Fig. 1: run 1, metal 4
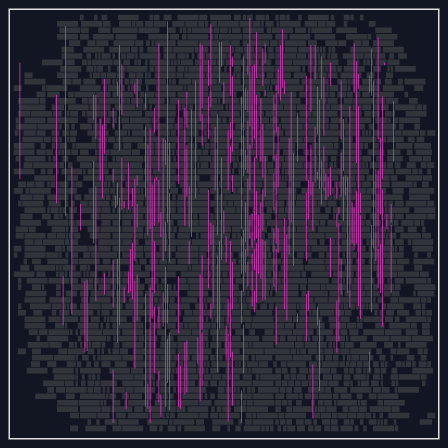
Fig. 2: run 1, cell classes on the final placement
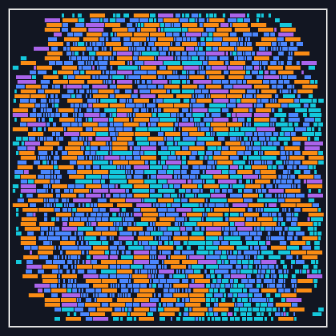
Fig. 3: run 1, wire density map
36 x 36 tiles, from dark blue (low) to red (high), scaled to the fullest tile. Values are wire area over tile area, all layers added.
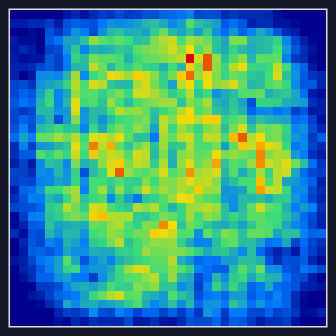
`config.mk`:
```
export PLATFORM = sky130hd
export DESIGN_NAME = seq_core_read
export DESIGN_NICKNAME = d
export VERILOG_FILES = /design/src/rtl/seq_core_read_pkg.sv /design/src/rtl/seq_core_regs.sv /design/src/rtl/seq_core_read.sv
export SDC_FILE = /design/constraint.sdc
export NUM_CORES = 1
export LEC_CHECK = 0
export CORE_UTILIZATION = 53
export CTS_CLUSTER_DIAMETER = 30
export DETAILED_ROUTE_END_ITERATION = 7
export GPL_ROUTABILITY_DRIVEN = 0
export MAX_ROUTING_LAYER = met4
export PLACE_DENSITY_LB_ADDON = 0.12
export SLEW_MARGIN = 20
export SYNTH_ARGS = -nofsm -noshare
export SYNTH_HDL_FRONTEND = slang
export SYNTH_SLANG_ARGS = --single-unit
```
`constraint.sdc`:
```
create_clock -name clk -period 1.6 [get_ports clk]
set_clock_uncertainty 0.2 [all_clocks]
set_input_delay 0.32 -clock clk [delete_from_list [all_inputs] [get_ports clk]]
set_output_delay 0.32 -clock clk [all_outputs]
set_load 0.01 [all_outputs]
```
`src/rtl/seq_core_read_pkg.sv`:
```
// Shared constants for the sequential core read stage: instruction field positions,
// opcode class encodings and the opcode classifier.
package seq_core_read_pkg;

  localparam int SEQ_A_SIZE   = 10;
  localparam int SEQ_NUM_REGS = 8;

  localparam int SEQ_INSTR_OPCODE_HI   = 15;
  localparam int SEQ_INSTR_OPCODE_LO   = 9;
  localparam int SEQ_INSTR_RD_HI       = 8;
  localparam int SEQ_INSTR_RD_LO       = 6;
  localparam int SEQ_INSTR_RA_HI       = 5;
  localparam int SEQ_INSTR_RA_LO       = 3;
  localparam int SEQ_INSTR_RB_HI       = 2;
  localparam int SEQ_INSTR_RB_LO       = 0;
  localparam int SEQ_INSTR_IMM8_HI     = 7;
  localparam int SEQ_INSTR_IMM8_LO     = 0;
  localparam int SEQ_INSTR_OFF6_HI     = 5;
  localparam int SEQ_INSTR_OFF6_LO     = 0;
  localparam int SEQ_INSTR_LOADC_RD_HI = 10;
  localparam int SEQ_INSTR_LOADC_RD_LO = 8;

  localparam logic [6:0] SEQ_NOP       = 7'b0000000;
  localparam logic [2:0] SEQ_ALU_GROUP = 3'b000;
  localparam logic [4:0] SEQ_LOAD      = 5'b00100;
  localparam logic [4:0] SEQ_LOADC     = 5'b01000;
  localparam logic [4:0] SEQ_STORE     = 5'b00110;
  localparam logic [3:0] SEQ_JMP       = 4'b1000;
  localparam logic [3:0] SEQ_JMPR      = 4'b1100;
  localparam logic [3:0] SEQ_JMPCOND   = 4'b1001;
  localparam logic [3:0] SEQ_JMPRCOND  = 4'b1101;

  typedef enum logic [3:0] {
    CLS_ALU      = 4'd0,
    CLS_LOAD     = 4'd1,
    CLS_LOADC    = 4'd2,
    CLS_STORE    = 4'd3,
    CLS_JMP      = 4'd4,
    CLS_JMPR     = 4'd5,
    CLS_JMPCOND  = 4'd6,
    CLS_JMPRCOND = 4'd7,
    CLS_SPECIAL  = 4'd8
  } op_class_e;

  // Arithmetic, logic and shift/rotate share the 000xxxx group; NOP is excluded.
  function automatic op_class_e seq_op_class(input logic [6:0] opcode);
    op_class_e cls;
    cls = CLS_SPECIAL;
    if ((opcode[6:4] == SEQ_ALU_GROUP) && (opcode != SEQ_NOP)) begin
      cls = CLS_ALU;
    end else if (opcode[6:2] == SEQ_LOAD) begin
      cls = CLS_LOAD;
    end else if (opcode[6:2] == SEQ_LOADC) begin
      cls = CLS_LOADC;
    end else if (opcode[6:2] == SEQ_STORE) begin
      cls = CLS_STORE;
    end else if (opcode[6:3] == SEQ_JMP) begin
      cls = CLS_JMP;
    end else if (opcode[6:3] == SEQ_JMPR) begin
      cls = CLS_JMPR;
    end else if (opcode[6:3] == SEQ_JMPCOND) begin
      cls = CLS_JMPCOND;
    end else if (opcode[6:3] == SEQ_JMPRCOND) begin
      cls = CLS_JMPRCOND;
    end else begin
      cls = CLS_SPECIAL;
    end
    return cls;
  endfunction

endpackage

```
`src/rtl/seq_core_regs.sv`:
```
// 8-entry general-purpose register file: two combinational read ports, one write port.
// SEQ_CORE_READ_FORWARD_EN adds a write-through bypass on both read ports.
module seq_core_regs
  import seq_core_read_pkg::*;
#(
  parameter int D_SIZE = 32
) (
  input  logic              clk,
  input  logic              rst_n,
  input  logic              wr_en_i,
  input  logic [2:0]        wr_idx_i,
  input  logic [D_SIZE-1:0] wr_data_i,
  input  logic [2:0]        rd_a_idx_i,
  input  logic [2:0]        rd_b_idx_i,
  output logic [D_SIZE-1:0] rd_a_data_o,
  output logic [D_SIZE-1:0] rd_b_data_o
);

  logic [D_SIZE-1:0] regs_q [SEQ_NUM_REGS];

  // Register storage with asynchronous clear.
  always_ff @(posedge clk or negedge rst_n) begin
    if (!rst_n) begin
      for (int i = 0; i < SEQ_NUM_REGS; i++) begin
        regs_q[i] <= '0;
      end
    end else if (wr_en_i) begin
      regs_q[wr_idx_i] <= wr_data_i;
    end
  end

`ifdef SEQ_CORE_READ_FORWARD_EN
  // Read ports with same-cycle bypass of the writeback value.
  always_comb begin
    rd_a_data_o = regs_q[rd_a_idx_i];
    rd_b_data_o = regs_q[rd_b_idx_i];
    if (wr_en_i && (wr_idx_i == rd_a_idx_i)) begin
      rd_a_data_o = wr_data_i;
    end else begin
      rd_a_data_o = regs_q[rd_a_idx_i];
    end
    if (wr_en_i && (wr_idx_i == rd_b_idx_i)) begin
      rd_b_data_o = wr_data_i;
    end else begin
      rd_b_data_o = regs_q[rd_b_idx_i];
    end
  end
`else
  // Read ports return the pre-write contents.
  always_comb begin
    rd_a_data_o = regs_q[rd_a_idx_i];
    rd_b_data_o = regs_q[rd_b_idx_i];
  end
`endif

endmodule

```
`src/rtl/seq_core_read.sv`:
```
// Read stage of the sequential core: decodes fields, forms operands, drives the r1 register.
// Optional write-through bypass in the register file under SEQ_CORE_READ_FORWARD_EN.
module seq_core_read
  import seq_core_read_pkg::*;
#(
  parameter int D_SIZE = 32,
  parameter int I_SIZE = 16
) (
  input  logic              clk,
  input  logic              rst_n,
  input  logic [I_SIZE-1:0] instruction,
  input  logic              stall,
  input  logic              flush,
  input  logic              wb_write_en,
  input  logic [2:0]        wb_destination,
  input  logic [D_SIZE-1:0] wb_result,
  output logic [6:0]        r1_opcode,
  output logic [2:0]        r1_destination,
  output logic [D_SIZE-1:0] r1_operand_a,
  output logic [D_SIZE-1:0] r1_operand_b
);

  logic [6:0]        opcode_s;
  logic [2:0]        rd_s;
  logic [2:0]        ra_s;
  logic [2:0]        rb_s;
  logic [2:0]        loadc_rd_s;
  logic [7:0]        imm8_s;
  logic [5:0]        off6_s;
  op_class_e         cls_s;
  logic [D_SIZE-1:0] imm8_ext_s;
  logic [D_SIZE-1:0] off6_ext_s;

  logic [2:0]        rd_a_idx_s;
  logic [2:0]        rd_b_idx_s;
  logic [D_SIZE-1:0] rd_a_data_s;
  logic [D_SIZE-1:0] rd_b_data_s;

  logic [2:0]        dest_s;
  logic [D_SIZE-1:0] opa_s;
  logic [D_SIZE-1:0] opb_s;

  logic [6:0]        opcode_d,  opcode_q;
  logic [2:0]        dest_d,    dest_q;
  logic [D_SIZE-1:0] opa_d,     opa_q;
  logic [D_SIZE-1:0] opb_d,     opb_q;

  assign opcode_s   = instruction[SEQ_INSTR_OPCODE_HI:SEQ_INSTR_OPCODE_LO];
  assign rd_s       = instruction[SEQ_INSTR_RD_HI:SEQ_INSTR_RD_LO];
  assign ra_s       = instruction[SEQ_INSTR_RA_HI:SEQ_INSTR_RA_LO];
  assign rb_s       = instruction[SEQ_INSTR_RB_HI:SEQ_INSTR_RB_LO];
  assign loadc_rd_s = instruction[SEQ_INSTR_LOADC_RD_HI:SEQ_INSTR_LOADC_RD_LO];
  assign imm8_s     = instruction[SEQ_INSTR_IMM8_HI:SEQ_INSTR_IMM8_LO];
  assign off6_s     = instruction[SEQ_INSTR_OFF6_HI:SEQ_INSTR_OFF6_LO];
  assign cls_s      = seq_op_class(opcode_s);
  assign imm8_ext_s = {{(D_SIZE-8){1'b0}}, imm8_s};
  assign off6_ext_s = {{(D_SIZE-6){off6_s[5]}}, off6_s};

  // Read-port address selection per opcode class.
  always_comb begin
    rd_a_idx_s = ra_s;
    rd_b_idx_s = rb_s;
    case (cls_s)
      CLS_LOADC: begin
        rd_a_idx_s = loadc_rd_s;
      end
      CLS_STORE: begin
        rd_a_idx_s = rb_s;
        rd_b_idx_s = rd_s;
      end
      CLS_JMPCOND, CLS_JMPRCOND: begin
        rd_a_idx_s = rd_s;
      end
      default: begin
        rd_a_idx_s = ra_s;
        rd_b_idx_s = rb_s;
      end
    endcase
  end

  seq_core_regs #(
    .D_SIZE (D_SIZE)
  ) u_regs (
    .clk         (clk),
    .rst_n       (rst_n),
    .wr_en_i     (wb_write_en),
    .wr_idx_i    (wb_destination),
    .wr_data_i   (wb_result),
    .rd_a_idx_i  (rd_a_idx_s),
    .rd_b_idx_i  (rd_b_idx_s),
    .rd_a_data_o (rd_a_data_s),
    .rd_b_data_o (rd_b_data_s)
  );

  // Operand and destination formation per opcode class.
  always_comb begin
    dest_s = 3'd0;
    opa_s  = '0;
    opb_s  = '0;
    case (cls_s)
      CLS_ALU: begin
        dest_s = rd_s;
        opa_s  = rd_a_data_s;
        opb_s  = rd_b_data_s;
      end
      CLS_LOAD: begin
        dest_s = rd_s;
        opb_s  = rd_b_data_s;
      end
      CLS_LOADC: begin
        dest_s = loadc_rd_s;
        opa_s  = rd_a_data_s;
        opb_s  = imm8_ext_s;
      end
      CLS_STORE: begin
        opa_s  = rd_a_data_s;
        opb_s  = rd_b_data_s;
      end
      CLS_JMP: begin
        opb_s  = rd_b_data_s;
      end
      CLS_JMPR: begin
        opb_s  = off6_ext_s;
      end
      CLS_JMPCOND: begin
        opa_s  = rd_a_data_s;
        opb_s  = rd_b_data_s;
      end
      CLS_JMPRCOND: begin
        opa_s  = rd_a_data_s;
        opb_s  = off6_ext_s;
      end
      default: begin
        dest_s = 3'd0;
        opa_s  = '0;
        opb_s  = '0;
      end
    endcase
  end

  // r1 next state: flush beats stall, stall holds, otherwise load decoded values.
  always_comb begin
    opcode_d = opcode_q;
    dest_d   = dest_q;
    opa_d    = opa_q;
    opb_d    = opb_q;
    if (flush) begin
      opcode_d = SEQ_NOP;
      dest_d   = 3'd0;
      opa_d    = '0;
      opb_d    = '0;
    end else if (stall) begin
      opcode_d = opcode_q;
      dest_d   = dest_q;
      opa_d    = opa_q;
      opb_d    = opb_q;
    end else begin
      opcode_d = opcode_s;
      dest_d   = dest_s;
      opa_d    = opa_s;
      opb_d    = opb_s;
    end
  end

  // r1 pipeline register with asynchronous clear to NOP.
  always_ff @(posedge clk or negedge rst_n) begin
    if (!rst_n) begin
      opcode_q <= SEQ_NOP;
      dest_q   <= 3'd0;
      opa_q    <= '0;
      opb_q    <= '0;
    end else begin
      opcode_q <= opcode_d;
      dest_q   <= dest_d;
      opa_q    <= opa_d;
      opb_q    <= opb_d;
    end
  end

  assign r1_opcode      = opcode_q;
  assign r1_destination = dest_q;
  assign r1_operand_a   = opa_q;
  assign r1_operand_b   = opb_q;

endmodule
```
==> flow_summary.toml, run 1 <==
# implementation run metrics
[drt]
wl_met3_um = 9420
vias_per_cell = 7.02
wl_met2_um = 32500
antenna_left = 0

[final_layout]
final_layout_top_logic_cell = "nand2_1"
finalNetCount = 2055
final_util = 0.824
drive_gt1_frac = 0.462
largest_reg_flops = 256
syn_to_final_growth_pct = 53.0
fin_area_mm2 = 0.0261
n_antenna_cell = 0
mostFrequentLayoutCells = "nand2_1 (347), dfrtp_1 (329), mux2_2 (175), buf_4 (151), clkbuf_16 (89)"

[placed_design]
dpl-instance-area_mm2 = 0.0207
io_buffers = 129

[synth]
ys_ff = 330
ff_type = "dfrtp_1"
top_cell_area_share = 0.485
ys_seq_frac = 0.485

[status]
violations = "negative setup slack"
outcome = "complete, but fails checks"

[sta]
fin_ws_ns = -0.986
setup-violations-final = 124
rsz0062_at_grt = "true"
whs_ns = 0.0186

[setup_path]
critPathBufInv = 4
critical_path.endpoint = "r1_operand_a[20]"
setup.worst_path.start_class = "input port"
reg2regPathDepth = 5
reg2reg_slack_ns = -0.30
crit_start = "instruction[12]"

[power_and_ir_drop]
powerDensity_mw_per_mm2 = 1360
seq_power_share = 0.323
p_comb_mw = 7.29

[global_routing]
antenna_found_initial = 0
grt_pass1_vias = 16400
grt_use_met1 = 0.510

[clock_network]
ctsHoldBuffers = 4
cts_post_setup_buffers_inserted = 50

[job]
warnings = 29
maxCapViolCount = 0

[floorplan]
num_rows = 65

[hold_path]
min_path_type = "input port to asynchronous set/reset pin"
Back to the opening pictures, Fig. 1:
longest straight run = 85.0 um
share of all routed wire = 8.0%
wire length on this layer = 5960 um
via count: 17300
Routed WL: 74200 um

Back to the opening pictures, Fig. 2:
flops -> orange  # cells 330, share of their area 32%
clock drivers and dummy loads -> purple  # cells 140, share of their area 11%
other buffers and delay cells -> cyan  # cells 435, share of their area 20%
all other logic -> blue  # cells 1156, share of their area 37%
flop share of the area: 0.317
core area: 0.0316 mm2

Back to the opening pictures, Fig. 3:
tiles over half the peak = 32%
densest ninth of the die = center
nearly empty tiles = 5.0%
fullest tile = 1.1
mean over tiles = 0.41
DR WL/cell: 30.1 um
gr usage total: 0.404

run 1: layout make-up:
type,count,area [um2],area share
flip-flops and latches,330,8260,0.317
clock inverters,49,712,0.0273
repair buffers,435,5100,0.196
clock buffers,91,2050,0.0786
multi-input cells,1154,9440,0.362
well taps,402,503,0.0193
inverters,2,7.51,0.000288
run 1: Yosys cell counts (9+ instances only):
library cell / n
clkbuf_1: 66
a311oi_1: 33
buf_2: 45
buf_4: 13
nand3_1: 97
a221o_1: 26
a31oi_1: 41
dfrtp_1: 330
mux2i_1: 43
mux2_2: 256
and2_1: 35
nand2_1: 386
buf_6: 9
nor2_1: 15
a31o_1: 54
a32oi_1: 32
a211oi_1: 32
and3_1: 35
## Run 2: what changed since run 1
- CORE_MARGIN: default -> 1
Fig. 4: run 2, wire density map
36 x 36 tiles, from dark blue (low) to red (high), scaled to the fullest tile. Values are wire area over tile area, all layers added.
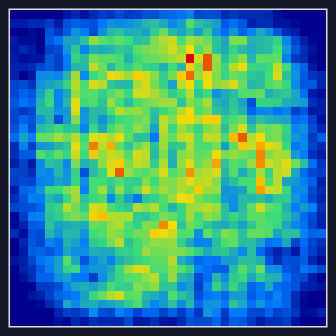
nearly empty tiles = 5.0%
tiles over half the peak = 32%
densest ninth of the die = center

==> flow_summary.toml, run 2 <==
# implementation run metrics
[status]
outcome = "complete, but fails checks"
violations = "negative setup slack"

[drt]
antenna_left = 0
wire_per_inst_um = 30.1

[sta]
setup-violations-final = 124
rsz0062_at_grt = "true"
fin_ws_ns = -0.986

[final_layout]
final_layout_top_logic_cell = "nand2_1"
drive_gt1_frac = 0.462
mostFrequentLayoutCells = "nand2_1 (347), dfrtp_1 (329), mux2_2 (175), buf_4 (151), clkbuf_16 (89)"
final_util = 0.824
syn_to_final_growth_pct = 53.0
fin_area_mm2 = 0.0261

[setup_path]
setup.worst_path.start_class = "input port"
critical_path.endpoint = "r1_operand_a[20]"

[placed_design]
io_buffers = 129
dpl-instance-area_mm2 = 0.0207

[hold_path]
min_path_type = "input port to asynchronous set/reset pin"

[synth]
ys_ff = 330
ys_seq_frac = 0.485
top_cells_by_count = "nand2_1 (386), dfrtp_1 (330), mux2_2 (256)"
top_cell_area_share = 0.485
ff_type = "dfrtp_1"
yosysMostFrequentCell = "nand2_1"

[job]
warnings = 29
maxCapViolCount = 0

[clock_network]
ctsHoldBuffers = 4

[power_and_ir_drop]
seq_power_share = 0.323
Fig. 5: run 2, clock network drawn from the DEF
Scale bar: 50 um.
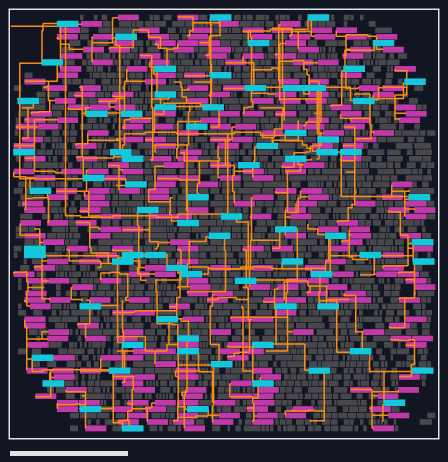
clock wires -> orange  # length 5410 um
flip-flops -> magenta  # count 330
cells driving clock nets -> cyan  # count 76
flops lie = widely spread
Clock Latency Late Sink: 0.58 ns
Clock Power: 16.8 mW
Clk pwr share: 0.472

==> run 2: cell counts after synthesis <==
No cell type changed its count.
==> run 2: area by class of cell <==
type | instances | area [um2] | area share
clock buffers | 91 | 2050 | 0.0786
clock inverters | 49 | 712 | 0.0273
inverters | 2 | 7.51 | 0.000288
multi-input cells | 1154 | 9440 | 0.362
flip-flops and latches | 330 | 8260 | 0.317
well taps | 402 | 503 | 0.0193
repair buffers | 435 | 5100 | 0.196
==> run 2: critical path: cells and delay by family <==
family | cells | cell delay, ns
and+or+nand+nor | 3 | 0.78
AOI/OAI and AO/OA | 3 | 0.61
muxes | 1 | 0.46
buffers and inverters | 4 | 0.63
==> run 2: per-layer routing <==
metal  global-route usage  share of wire
met1                0.510           0.35
met2                0.609           0.44
met3               0.0835           0.13
met4                0.220          0.080
met5                    -              0
## Run 3: what changed since run 2
- PLACE_DENSITY: default -> 0.74
- PLACE_DENSITY_LB_ADDON: 0.12 -> default
Fig. 6: run 3, metal 4
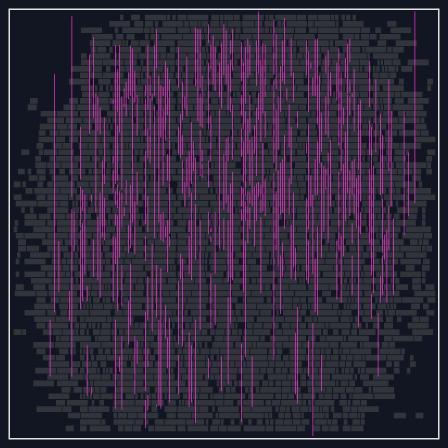
share of all routed wire = 9.2%
wire length on this layer = 7230 um
main direction = vertical
nets with wire on the layer = 211
longest straight run = 101 um
Routed WL: 78400 um
via count: 17700

==> flow_summary.toml, run 3 <==
# implementation run metrics
[drt]
met1_length_um = 25800
wl_met3_um = 11400
top_layer = "met4"
antenna_left = 0

[final_layout]
mostFrequentLayoutCells = "nand2_1 (345), dfrtp_1 (325), mux2_2 (173), buf_4 (130), clkbuf_16 (89)"
seq_area_mm2 = 0.00826
logic_area_mm2 = 0.00945
final_layout_top_logic_cell = "nand2_1"
final_util = 0.810

[placed_design]
dpl-instance-area_mm2 = 0.0205
io_buffers = 129

[sta]
fin_ws_ns = -1.34
setup-violations-final = 138
rsz0062_at_grt = "true"

[synth]
top_cells_by_count = "nand2_1 (386), dfrtp_1 (330), mux2_2 (256)"
ys_ff = 330
ys_seq_frac = 0.485
ff_type = "dfrtp_1"
top_cell_area_share = 0.485
yosysMostFrequentCell = "nand2_1"

[setup_path]
setup.worst_path.start_class = "input port"
critPathBufInv = 5
critical_path.endpoint = "r1_operand_a[6]"
crit_family = "simple AND/OR/NAND/NOR gates"
cp_num_cells = 12

[clock_network]
clkLatencyLatePin_ns = 0.63

[power_and_ir_drop]
maxPowerGroup = "clock"
power_frac_clock = 0.471
pg_clk_mw = 17.0
seq_power_share = 0.321

[hold_path]
min_path_type = "input port to asynchronous set/reset pin"

[status]
outcome = "complete, but fails checks"
violations = "negative setup slack"

[global_routing]
grt_use_met1 = 0.511
Fig. 7: run 3, wire density map
36 x 36 tiles, from dark blue (low) to red (high), scaled to the fullest tile. Values are wire area over tile area, all layers added.
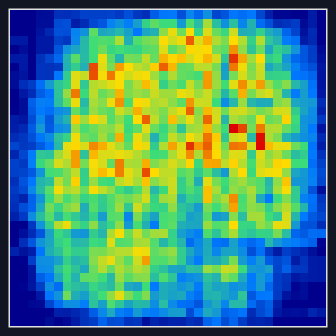
emptiest ninth of the die = lower right
fullest tile = 1.1
nearly empty tiles = 5.9%
tiles over half the peak = 42%
gr usage total: 0.434
DR WL/cell: 32.2 um

-- run 3: cell counts after synthesis --
Identical to the previous run, type by type.
-- run 3: layout make-up --
type | count | share of cell area
multi-input combinational | 1153 | 0.369
sequential | 330 | 0.322
timing repair buffer | 396 | 0.180
clock buffer | 106 | 0.0870
clock inverter | 40 | 0.0214
tap | 402 | 0.0196
antenna | 6 | 0.000586
inverter | 2 | 0.000293
-- run 3: worst min-delay path by stage --
stage	endpoint
CTS	r1_opcode[0]
finish	u_regs.regs_q[43]
global route	u_regs.regs_q[43]
global placement	r1_opcode[5]
detailed placement	r1_opcode[5]
floorplan	r1_destination[0]
-- run 3: what timing repair did --
item	in CTS	in global routing
gates cloned	24	12
pin swaps	70	64
resized	477	141
hold endpoints to repair	333	0
setup buffers	50	24
setup endpoints to repair	232	226
hold buffers	4	0
Power and IR drop assume default switching activity.
